Fig. 1: run 1, where the registers sit
The bar under the picture is 20 um long. Other sequential cells in the stronger gray, the rest of the logic in the fainter gray.
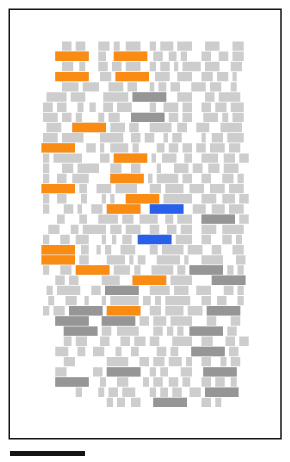
Fig. 2: run 1, wire density map
The bar under the picture is 20 um long. The die is cut into 14 by 23 equal tiles; dark blue is low, red is high, scaled to the fullest tile. Values are wire area over tile area, all layers added.
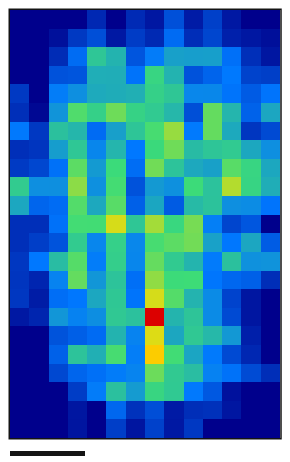
Fig. 3: run 1, metal layers overlaid
The bar under the picture is 20 um long.
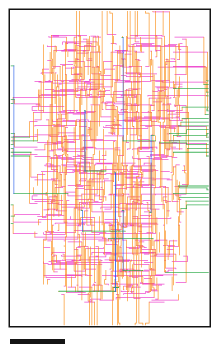
## config.mk

```make
export PLATFORM = sky130hd
export DESIGN_NAME = hazard_control_unit_flat
export DESIGN_NICKNAME = d
export VERILOG_FILES = /design/src/rtl/pipe_ctrl_pkg.sv /design/src/rtl/hazard_control_unit_if.sv /design/src/rtl/sat_counter.sv /design/src/rtl/hazard_control_unit.sv /design/src/flat_wrapper.sv
export SDC_FILE = /design/constraint.sdc
export NUM_CORES = 1
export LEC_CHECK = 0
export ABC_CLOCK_PERIOD_IN_PS = 3100
export CAP_MARGIN = 10
export CELL_PAD_IN_SITES_DETAIL_PLACEMENT = 1
export CELL_PAD_IN_SITES_GLOBAL_PLACEMENT = 1
export CORE_ASPECT_RATIO = 1.75
export CORE_MARGIN = 8
export CORE_UTILIZATION = 35
export DETAILED_ROUTE_END_ITERATION = 10
export PLACE_DENSITY_LB_ADDON = 0.12
export SYNTH_ARGS = -nofsm -noshare
export SYNTH_HDL_FRONTEND = slang
export SYNTH_SLANG_ARGS = --single-unit
```

## constraint.sdc

```tcl
create_clock -name clock -period 3.1 [get_ports clock]
set_input_delay 0.775 -clock clock [delete_from_list [all_inputs] [get_ports clock]]
set_output_delay 0.775 -clock clock [all_outputs]
set_load 0.005 [all_outputs]
```

## src/rtl/pipe_ctrl_pkg.sv

```systemverilog
// Shared definitions for the pipeline hazard control unit.
// Provides the FSM state encoding, register-specifier width and r0 index.
package pipe_ctrl_pkg;

    localparam int REG_W = 5;

    localparam logic [REG_W-1:0] ZERO_REG = '0;

    typedef enum logic [1:0] {
        RUN        = 2'd0,
        LOAD_STALL = 2'd1,
        BR_FLUSH   = 2'd2,
        MEM_WAIT   = 2'd3
    } hcu_state_e;

endpackage

```

## src/rtl/hazard_control_unit_if.sv

```systemverilog
// Signal bundle between the pipeline datapath and the hazard control unit.
// master: pipeline side (drives hazard inputs, takes commands and counters).
// slave:  hazard control unit (takes hazard inputs, drives commands).
interface hazard_control_unit_if #(
    parameter int CNT_W = 16
);
    import pipe_ctrl_pkg::*;

    logic             id_ex_MemRead;
    logic [REG_W-1:0] id_ex_rt;
    logic [REG_W-1:0] if_id_rs;
    logic [REG_W-1:0] if_id_rt;
    logic             id_uses_rt;
    logic             ex_mem_Branch;
    logic             ex_mem_zero;
    logic             mem_ready;
    logic             ex_mem_mem_access;

    logic             pc_write;
    logic             if_id_write;
    logic             id_ex_bubble;
    logic             flush_if_id;
    logic             flush_id_ex;
    logic             hold_all;
    logic [1:0]       state_o;
    logic [CNT_W-1:0] stall_count;
    logic [CNT_W-1:0] flush_count;

    modport master (
        output id_ex_MemRead,
        output id_ex_rt,
        output if_id_rs,
        output if_id_rt,
        output id_uses_rt,
        output ex_mem_Branch,
        output ex_mem_zero,
        output mem_ready,
        output ex_mem_mem_access,
        input  pc_write,
        input  if_id_write,
        input  id_ex_bubble,
        input  flush_if_id,
        input  flush_id_ex,
        input  hold_all,
        input  state_o,
        input  stall_count,
        input  flush_count
    );

    modport slave (
        input  id_ex_MemRead,
        input  id_ex_rt,
        input  if_id_rs,
        input  if_id_rt,
        input  id_uses_rt,
        input  ex_mem_Branch,
        input  ex_mem_zero,
        input  mem_ready,
        input  ex_mem_mem_access,
        output pc_write,
        output if_id_write,
        output id_ex_bubble,
        output flush_if_id,
        output flush_id_ex,
        output hold_all,
        output state_o,
        output stall_count,
        output flush_count
    );

endinterface

```

## src/rtl/sat_counter.sv

```systemverilog
// Saturating up-counter; sticks at all-ones instead of wrapping.
// Ports: clock (updates on negedge), reset_n (async, active-low),
// en_i (count this cycle), count_o (current value).
module sat_counter #(
    parameter int W = 16
) (
    input  logic         clock,
    input  logic         reset_n,
    input  logic         en_i,
    output logic [W-1:0] count_o
);

    logic [W-1:0] count_q;
    logic [W-1:0] count_d;

    always_comb begin
        count_d = count_q;
        if (en_i && (count_q != '1)) begin
            count_d = count_q + W'(1);
        end
    end

    always_ff @(negedge clock or negedge reset_n) begin
        if (!reset_n) begin
            count_q <= '0;
        end else begin
            count_q <= count_d;
        end
    end

    assign count_o = count_q;

endmodule

```

## src/rtl/hazard_control_unit.sv

```systemverilog
// Issues stall, bubble, flush and memory-hold commands for a 5-stage pipe.
// Ports: clock (state updates on negedge), reset_n (async, active-low),
// bus (slave side: hazard inputs in, commands/state/counters out).
module hazard_control_unit
    import pipe_ctrl_pkg::*;
#(
    parameter int CNT_W        = 16,
    parameter int FLUSH_CYCLES = 2
) (
    input  logic                  clock,
    input  logic                  reset_n,
    hazard_control_unit_if.slave  bus
);

    localparam logic [1:0] FLUSH_LOAD = 2'(FLUSH_CYCLES - 1);
    localparam bit         HAS_FLUSH  = (FLUSH_CYCLES > 1);

    hcu_state_e state_q;
    hcu_state_e state_d;
    logic [1:0] fcnt_q;
    logic [1:0] fcnt_d;

    logic br;
    logic mw;
    logic lu;
    logic in_flush;
    logic mw_now;
    logic lu_now;
    logic br_take;
    logic flush;
    logic stall;
    logic flush_inc;

    logic [CNT_W-1:0] stall_cnt;
    logic [CNT_W-1:0] flush_cnt;

    assign br = bus.ex_mem_Branch & bus.ex_mem_zero;
    assign mw = bus.ex_mem_mem_access & ~bus.mem_ready;
    assign lu = bus.id_ex_MemRead
              & (bus.id_ex_rt != ZERO_REG)
              & ((bus.id_ex_rt == bus.if_id_rs)
                | (bus.id_uses_rt
                  & (bus.id_ex_rt == bus.if_id_rt)));

    assign in_flush = (state_q == BR_FLUSH);

    // A memory wait only bites once the flush window has drained; the
    // wrong-path instructions are being squashed anyway.
    assign mw_now = mw & ~in_flush;

    // The load has moved on after one stall cycle, so LOAD_STALL never
    // re-arms; inside a flush the ID instruction is discarded.
    assign lu_now = lu & ~in_flush & (state_q != LOAD_STALL);

    // A branch sitting in a frozen EX/MEM waits for memory, then acts.
    assign br_take = br & ~mw_now;
    assign flush   = (br | in_flush) & ~mw_now;

    // Flush beats stall so the branch target still loads into the PC.
    assign stall = (lu_now | mw_now) & ~flush;

    assign flush_inc = br_take & ~in_flush;

    always_comb begin
        state_d = state_q;
        fcnt_d  = fcnt_q;
        unique case (state_q)
            BR_FLUSH: begin
                if (br) begin
                    state_d = BR_FLUSH;
                    fcnt_d  = FLUSH_LOAD;
                end else if (fcnt_q <= 2'd1) begin
                    fcnt_d  = '0;
                    state_d = mw ? MEM_WAIT : RUN;
                end else begin
                    fcnt_d = fcnt_q - 2'd1;
                end
            end
            default: begin
                if (br_take) begin
                    state_d = HAS_FLUSH ? BR_FLUSH : RUN;
                    fcnt_d  = FLUSH_LOAD;
                end else if (mw) begin
                    state_d = MEM_WAIT;
                end else if (lu_now) begin
                    state_d = LOAD_STALL;
                end else begin
                    state_d = RUN;
                end
            end
        endcase
    end

    always_ff @(negedge clock or negedge reset_n) begin
        if (!reset_n) begin
            state_q <= RUN;
            fcnt_q  <= '0;
        end else begin
            state_q <= state_d;
            fcnt_q  <= fcnt_d;
        end
    end

    sat_counter #(
        .W (CNT_W)
    ) u_stall_cnt (
        .clock   (clock),
        .reset_n (reset_n),
        .en_i    (stall),
        .count_o (stall_cnt)
    );

    sat_counter #(
        .W (CNT_W)
    ) u_flush_cnt (
        .clock   (clock),
        .reset_n (reset_n),
        .en_i    (flush_inc),
        .count_o (flush_cnt)
    );

    // Enables read 1 in reset, every other command reads 0.
    assign bus.pc_write     = ~reset_n | ~stall;
    assign bus.if_id_write  = ~reset_n | ~stall;
    assign bus.id_ex_bubble = reset_n & lu_now & ~br;
    assign bus.flush_if_id  = reset_n & flush;
    assign bus.flush_id_ex  = reset_n & flush;
    assign bus.hold_all     = reset_n & mw_now;
    assign bus.state_o      = state_q;
    assign bus.stall_count  = stall_cnt;
    assign bus.flush_count  = flush_cnt;

endmodule

```

## src/flat_wrapper.sv

```systemverilog
// flat-port wrapper written by rule: the top's interface ports become plain ports
module hazard_control_unit_flat import pipe_ctrl_pkg::*;
#(
    parameter int CNT_W        = 16,
    parameter int FLUSH_CYCLES = 2
)
  (clock, reset_n, bus_id_ex_MemRead, bus_id_ex_rt, bus_if_id_rs, bus_if_id_rt, bus_id_uses_rt, bus_ex_mem_Branch, bus_ex_mem_zero, bus_mem_ready, bus_ex_mem_mem_access, bus_pc_write, bus_if_id_write, bus_id_ex_bubble, bus_flush_if_id, bus_flush_id_ex, bus_hold_all, bus_state_o, bus_stall_count, bus_flush_count);
  hazard_control_unit_if #(.CNT_W(CNT_W)) bus_i ();
  input  logic clock;
  input  logic reset_n;
  input wire logic [$bits(bus_i.id_ex_MemRead)-1:0] bus_id_ex_MemRead;
  input wire logic [$bits(bus_i.id_ex_rt)-1:0] bus_id_ex_rt;
  input wire logic [$bits(bus_i.if_id_rs)-1:0] bus_if_id_rs;
  input wire logic [$bits(bus_i.if_id_rt)-1:0] bus_if_id_rt;
  input wire logic [$bits(bus_i.id_uses_rt)-1:0] bus_id_uses_rt;
  input wire logic [$bits(bus_i.ex_mem_Branch)-1:0] bus_ex_mem_Branch;
  input wire logic [$bits(bus_i.ex_mem_zero)-1:0] bus_ex_mem_zero;
  input wire logic [$bits(bus_i.mem_ready)-1:0] bus_mem_ready;
  input wire logic [$bits(bus_i.ex_mem_mem_access)-1:0] bus_ex_mem_mem_access;
  output wire logic [$bits(bus_i.pc_write)-1:0] bus_pc_write;
  output wire logic [$bits(bus_i.if_id_write)-1:0] bus_if_id_write;
  output wire logic [$bits(bus_i.id_ex_bubble)-1:0] bus_id_ex_bubble;
  output wire logic [$bits(bus_i.flush_if_id)-1:0] bus_flush_if_id;
  output wire logic [$bits(bus_i.flush_id_ex)-1:0] bus_flush_id_ex;
  output wire logic [$bits(bus_i.hold_all)-1:0] bus_hold_all;
  output wire logic [$bits(bus_i.state_o)-1:0] bus_state_o;
  output wire logic [$bits(bus_i.stall_count)-1:0] bus_stall_count;
  output wire logic [$bits(bus_i.flush_count)-1:0] bus_flush_count;
  assign bus_i.id_ex_MemRead = bus_id_ex_MemRead;
  assign bus_i.id_ex_rt = bus_id_ex_rt;
  assign bus_i.if_id_rs = bus_if_id_rs;
  assign bus_i.if_id_rt = bus_if_id_rt;
  assign bus_i.id_uses_rt = bus_id_uses_rt;
  assign bus_i.ex_mem_Branch = bus_ex_mem_Branch;
  assign bus_i.ex_mem_zero = bus_ex_mem_zero;
  assign bus_i.mem_ready = bus_mem_ready;
  assign bus_i.ex_mem_mem_access = bus_ex_mem_mem_access;
  assign bus_pc_write = bus_i.pc_write;
  assign bus_if_id_write = bus_i.if_id_write;
  assign bus_id_ex_bubble = bus_i.id_ex_bubble;
  assign bus_flush_if_id = bus_i.flush_if_id;
  assign bus_flush_id_ex = bus_i.flush_id_ex;
  assign bus_hold_all = bus_i.hold_all;
  assign bus_state_o = bus_i.state_o;
  assign bus_stall_count = bus_i.stall_count;
  assign bus_flush_count = bus_i.flush_count;
  hazard_control_unit #(.CNT_W(CNT_W), .FLUSH_CYCLES(FLUSH_CYCLES)) u_core (.clock(clock), .reset_n(reset_n), .bus(bus_i));
endmodule
```

==> results.toml, run 1 <==
# physical design summary
[power_and_ir_drop]
switching_share_pct = 32.8
power_clock_uw = 337
power_frac_clock_pct = 21.2
intPower_uw = 1070
power_uw = 1590
p_leak_uw = 0.00187
powerDensity_nw_per_um2 = 446
net-switching-power_uw = 521
ir_drop_uv = 283
p_comb_uw = 670
seqPwrFrac_pct = 36.6
power-top-group = "combinational cells"
comb_power_share_pct = 42.2
p_seq_uw = 581

[placement]
dp.final_hpwl_um = 4720
gp_congestion = 0.808
numPortBuffers = 62
dp_cells = 361
placed_area_um2 = 3090

[final_timing]
setup_tns_ps = -26550
rsz0062_at_grt = "yes"
worstMarginPinSlew_ps = 510
timing.final.hold_violations = 0
slew_viol_final = 0
fin_ws_ps = -994
maxSlewHeadroom_pct = 65.9
skew_ps = 13.6
setup_viol = 73
worst_hold_slack_ps = 471

[logic_synthesis]
yosys_area_um2 = 1940
yosysUniqueCellTypes = 39
synth_cells = 176
syn_nets = 201
ys_cells = 176
syn-cell-area_um2 = 1940
ys.flops = 36
ys_seq_share_pct = 46.5
syn_area_per_cell_um2 = 11.0
yosysWarnings = 0

[setup_path]
worst_setup_path_start_kind = "register"
reg2reg_depth = 8
crit_path_max_fanout = 2
critical_path_arrival_ps = 3320
required_ps = 2320
crit_type = "register to primary output"
end_kind = "primary output"

[die]
fp-utilization_pct = 35.5
dieArea_um2 = 8260
core-area_um2 = 5450
fp.dieW_um = 72.2
die_height_um = 114
row_count = 36
ios = 63

[layout]
area_growth_pct = 84.2
fillers = 595
final_cell_mix = "buf_4, buf_2, dfrtn_1"
insertedDiodeCount = 0
drive_above_1_share_pct = 61.0
stdcell_count = 409
final_area_um2 = 3560
layout.nets = 357
lay_top_count = "buf_4"
comb_area_um2 = 1290

[clock_tree]
clkTransAtPathRegs_ps = 50
cts_tree = "done"
htree_levels = 2
clk_path_buf_depth = 2
clock_latency_ps = 300
ctsHoldBuffers = 0
root_buffer = "clkbuf_8"
cts_inserted_buffers = 5
clock_sinks = 36

[route]
dr.pass1.iters = 4
drtAntennaViolNets = 0
first_iter_violations = 72
viasPerCell = 4.87
drc_errors = 0

[hold_path]
min_path_type = "register to register"
min_path_cells = 1

[global_routing]
grt.met2_usage_pct = 33.7
antenna_found_initial = 0
grt_pass1_wl_um = 11200
grt_max_degree = 15
grt_pass1_vias = 2232
grt_overflow = 0
met3_usage_pct = 4.21
busiest_layer = "met2"
use_met1_pct = 17.7

[run]
warning_count = 29
drv_cap = 0

[outcome]
status = "complete, but fails checks"
violations = "negative setup slack"
Back to the opening pictures, Fig. 1:
legend:
  orange:
    name_in_the_netlist: u_core.u_stall_cnt.count_o
    flops: 16
  blue:
    name_in_the_netlist: u_core.bus.state_o
    flops: 2
not colored: 18
Final Util: 65.4%
Storage cell area: 901 um^2

Back to the opening pictures, Fig. 2:
nearly empty tiles: 14%
emptiest ninth of the die: lower left
fullest tile: 0.60
mean over tiles: 0.16
tiles over half the peak: 11%
vias: 1991
Total GRT Usage: 17.5%
drt total wl: 8240 um

Back to the opening pictures, Fig. 3:
legend:
  blue:
    layer: met4
    wire_length: 205 um
  magenta:
    layer: met1
    wire_length: 2950 um
  orange:
    layer: met2
    wire_length: 4720 um
  green:
    layer: met3
    wire_length: 362 um
wire per inst: 20.2 um

run 1: path summary, 6_finish.rpt:
kind	slack [ps]	from	end
hold reg to reg	470	u_core.fcnt_q[1]	u_core.bus.state_o[0]
setup / recovery	-990	u_core.bus.state_o[1]	bus_if_id_write
min in group asynchronous	1800	reset_n	u_core.u_stall_cnt.count_o[1]
hold / removal	470	u_core.fcnt_q[1]	u_core.bus.state_o[0]
max in group asynchronous	760	reset_n	u_core.u_flush_cnt.count_o[9]
setup reg to reg	560	u_core.u_stall_cnt.count_o[0]	u_core.u_stall_cnt.count_o[1]
run 1: Yosys cell counts, drive strengths merged:
cell type	count	area [um^2]
a21boi	1	7.51
a31oi	1	6.26
a32oi	1	8.76
and2	3	21.3
and3	7	43.8
and4	1	8.76
and4bb	2	25.0
buf	4	31.3
dfrtn	36	901
ha	2	25.0
inv	3	11.3
mux2	2	22.5
nand2	22	82.6
nand2b	1	6.26
nand3	15	95.1
nand3b	1	7.51
nand4	9	68.8
nand4b	1	8.76
nor2	4	15.0
nor2b	2	12.5
nor3	5	25.0
nor3b	2	25.0
nor4	2	33.8
o211ai	1	12.5
o21a	2	15.0
o21ai	1	5.00
o21bai	1	7.51
o31ai	1	21.3
or4	2	15.0
xnor2	26	235
xor2	15	131
run 1: state kept, by name, summed over array words and instances, names as in the netlist:
signal                      flops
u_core.u_flush_cnt.count_o     16
u_core.fcnt_q                   2
u_core.u_stall_cnt.count_o     16
u_core.bus.state_o              2
run 1: cell families after synthesis:
| kind of cell | synth area share [%] |
|---|---|
| AOI/OAI and AO/OA | 4.33 |
| xor gates and xnor gates | 18.9 |
| adders and majority gates | 1.29 |
| buffers and inverters | 2.20 |
| DFF | 46.5 |
| muxes | 1.16 |
| and+or+nand+nor | 25.5 |
run 1: what timing repair did:
| action | 4_1_cts | 5_1_grt |
|---|---|---|
| resized | 253 | 28 |
| buffers inserted | 25 | 17 |
| cloned | 1 | 0 |
| pin swaps | 36 | 15 |
| setup endpoints to repair | 75 | 75 |
run 1: per-stage QoR:
| step | utilization [%] | worst slack [ps] |
|---|---|---|
| floorplan | - | -764 |
| global placement | 56.7 | -1320 |
| detailed placement | 56.7 | -1380 |
| CTS | 61.2 | -869 |
| global route | 65.4 | -1030 |
| finish | 65.4 | -994 |
run 1: area by class of cell:
| type | instances | area share (%) |
|---|---|---|
| Clock inverter | 1 | 0.246 |
| Timing Repair Buffer | 153 | 33.2 |
| Tap cell | 76 | 2.67 |
| Inverter | 3 | 0.316 |
| Multi-Input combinational cell | 133 | 36.1 |
| Sequential cell | 36 | 25.3 |
| Clock buffer | 7 | 2.14 |
run 1: routing by layer:
| layer | part of all wire [%] | wire length (um) | vias up |
|---|---|---|---|
| met2 | 57 | 4720 | 57 |
| met3 | 4.4 | 362 | 14 |
| met5 | 0 | 0 | - |
| met1 | 36 | 2950 | 1002 |
| met4 | 2.5 | 205 | 0 |
| li1 | - | - | 918 |
run 1: worst max-delay path, cell delays in order (launching register included):
cell	delay (ps)
dfrtn_1	370
buf_6	140
xnor2_2	200
o211ai_2	160
o31ai_4	300
buf_6	160
nand2_4	50
buf_6	110
==> run 2: changes to the inputs <==
--- a/config.mk
+++ b/config.mk
@@ -13,7 +13,7 @@
 export CORE_MARGIN = 8
 export CORE_UTILIZATION = 35
 export DETAILED_ROUTE_END_ITERATION = 10
-export PLACE_DENSITY_LB_ADDON = 0.12
+export PLACE_DENSITY_LB_ADDON = 0.2
 export SYNTH_ARGS = -nofsm -noshare
 export SYNTH_HDL_FRONTEND = slang
 export SYNTH_SLANG_ARGS = --single-unit
Fig. 4: run 2, where the registers sit
The bar under the picture is 20 um long. Other sequential cells in the stronger gray, the rest of the logic in the fainter gray.
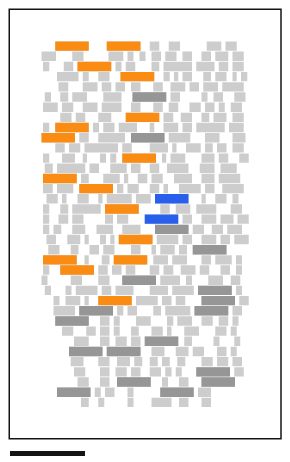
legend:
  blue:
    name_in_the_netlist: u_core.bus.state_o
    flops: 2
  orange:
    name_in_the_netlist: u_core.u_stall_cnt.count_o
    flops: 16
Final Util: 64.1%
Power Sequential: 585 uW
flop share of the area: 25.8%

==> run 2 against run 1 <==
Net effect: the flow still finishes with violations (negative setup slack); routed wire length shrank 5.4%; hold slack lost 8.9 ps; clock power grew about 10%; synthesized cell count is the same; core utilization shrank 1.3 points; total power grew 3.2%; worst setup slack gained 140 ps; flip-flop count is the same; count of clock-buffer cells in the layout shrank 1; first-iteration DRC count shrank 53%; final cell count shrank 2.0%; critical endpoint is now u_core.u_stall_cnt.count_o[1]; largest power group unchanged; highest routed layer unchanged.
==> results.toml, run 2 <==
# physical design summary
[global_routing]
grt_pass1_vias = 2183
antenna_found_initial = 0
grt_overflow = 0
grt_max_degree = 18
grt_pass1_wl_um = 11300

[logic_synthesis]
yosysUniqueCellTypes = 39
top_cell = "dfrtn_1"
ff_type = "dfrtn_1"
top_cells_by_area = "dfrtn_1, xnor2_1, xor2_1, nand2_1, nand3_1"
top_cells_by_count = "dfrtn_1, xnor2_1, nand2_1"
yosysWarnings = 0
synth_cells = 176
postSynth.asyncResetShare_pct = 100
ys.flops = 36
ys_cells = 176
syn_area_per_cell_um2 = 11.0
syn_nets = 201
top_area_cell = "dfrtn_1"
yosys_area_um2 = 1940
syn-cell-area_um2 = 1940
ys_seq_share_pct = 46.5

[layout]
fillers = 591
layout.nets = 349
drive_above_1_share_pct = 59.1
insertedDiodeCount = 0

[route]
drc_errors = 0
wl_met3_um = 352
wl_met1_um = 2680
vias = 1920
first_iter_violations = 34
top_layer_used = "met4"
routed-wl-met2_um = 4520
wirelength_um = 7790
viasPerCell = 4.79
drtAntennaViolNets = 0

[clock_tree]
clock_sinks = 36
clock_latency_ps = 300
clk_path_buf_depth = 2
cts_tree = "done"
cts_inserted_buffers = 5

[final_timing]
worstMarginPinSlew_ps = 476
timing.final.hold_violations = 0
skew_ps = 11.8
fin_ws_ps = -852
setup_viol = 75
rsz0062_at_grt = "yes"
slew_viol_final = 0

[placement]
gp_congestion = 0.798
dp.final_hpwl_um = 4770
numPortBuffers = 62

[setup_path]
worst_setup_path_start_kind = "input port"
critical_path_arrival_ps = 2550
end_kind = "register"
slowest_delay_ps = 320
required_ps = 1700
crit_path_max_fanout = 4
path_cells = "buf_6 -> xor2_2 -> nor4_2 -> a32oi_2 -> o31ai_4 -> buf_4 -> and2_4 -> mux2_4"
crit_type = "input port to register"
slowest_stage = "nor4_2"

[power_and_ir_drop]
p_leak_uw = 0.00183
powerDensity_nw_per_um2 = 469

[die]
ios = 63
fp-utilization_pct = 35.5
fp.dieW_um = 72.2
die_height_um = 114
row_count = 36
core-area_um2 = 5450

[outcome]
violations = "negative setup slack"
status = "complete, but fails checks"

[run]
drv_cap = 0

[hold_path]
min_path_type = "register to register"
Fig. 5: run 2, metal layers overlaid
The bar under the picture is 20 um long.
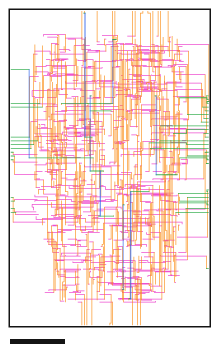
legend:
  blue:
    layer: met4
    wire_length: 241 um
  orange:
    layer: met2
    wire_length: 4520 um
  magenta:
    layer: met1
    wire_length: 2680 um
  green:
    layer: met3
    wire_length: 352 um
Total GRT Usage: 17.6%
wire per inst: 19.4 um

==> run 2: area by class of cell <==
type	count	area share, %
clock buffers	6	2.36
clock inverters	2	0.394
inverters	3	0.322
multi-input cells	133	35.9
flip-flops and latches	36	25.8
well taps	76	2.72
repair buffers	145	32.5
==> run 2: path summary, 6_finish.rpt <==
check                                         startpoint                              to  slack (ps)  depth (start not counted)
setup / recovery                         bus_if_id_rt[4]   u_core.u_stall_cnt.count_o[1]        -850                          8
hold / removal                          u_core.fcnt_q[1]           u_core.bus.state_o[0]         460                          1
setup reg to reg           u_core.u_stall_cnt.count_o[1]   u_core.u_stall_cnt.count_o[0]         670                          9
hold reg to reg                         u_core.fcnt_q[1]           u_core.bus.state_o[0]         460                          1
max in group asynchronous                        reset_n  u_core.u_flush_cnt.count_o[10]         750                          2
min in group asynchronous                        reset_n   u_core.u_stall_cnt.count_o[4]        1790                          1
==> run 2: cells by family (layout without fill, tap and decap cells) <==
group	count (synthesis)	after routing	synth area share (%)
AND-OR/OR-AND	9	9	4.33
XOR/XNOR	41	41	18.9
adder cells (fa/ha/maj)	2	2	1.29
buffers and inverters	7	156	2.20
flip-flops	36	36	46.5
multiplexers	2	2	1.16
AND/OR/NAND/NOR	79	79	25.5
==> run 2: per-layer routing <==
layer / track usage [%] / vias to the layer above
met5: 0 / -
met3: 4.04 / 17
met4: 8.23 / 0
met2: 33.4 / 56
li1: - / 902
met1: 17.0 / 945
==> run 2: timing repair <==
item	CTS	global route
setup endpoints to repair	75	73
resized	243	16
buffers inserted	21	15
hold buffers	0	0
hold endpoints to repair	0	0
gates cloned	0	1
pin swaps	38	10
==> run 2: power by group <==
part	internal, uW	switching (uW)	leakage (uW)	total (uW)
Clock	182	189	0.0000516	371
Sequential	542	42.6	0.000481	585
Combinational	372	311	0.00130	683
==> run 2: stage by stage <==
step	setup TNS (ps)	cell area (um^2)	worst slack [ps]	cells
finish	-25110	3490	-852	401
global route	-28430	3490	-920	401
detailed placement	-48530	3080	-1410	358
floorplan	-15430	2030	-764	176
global placement	-47200	3080	-1360	358
CTS	-23710	3290	-833	387
==> run 2: critical path: cells and delay by family <==
kind | cells | cell delay, ps
buf+inv | 2 | 310
compound gates | 2 | 510
simple gates | 2 | 490
mux | 1 | 290
xor+xnor | 1 | 160
No activity file was given, so power comes from the tool's default toggle rates.
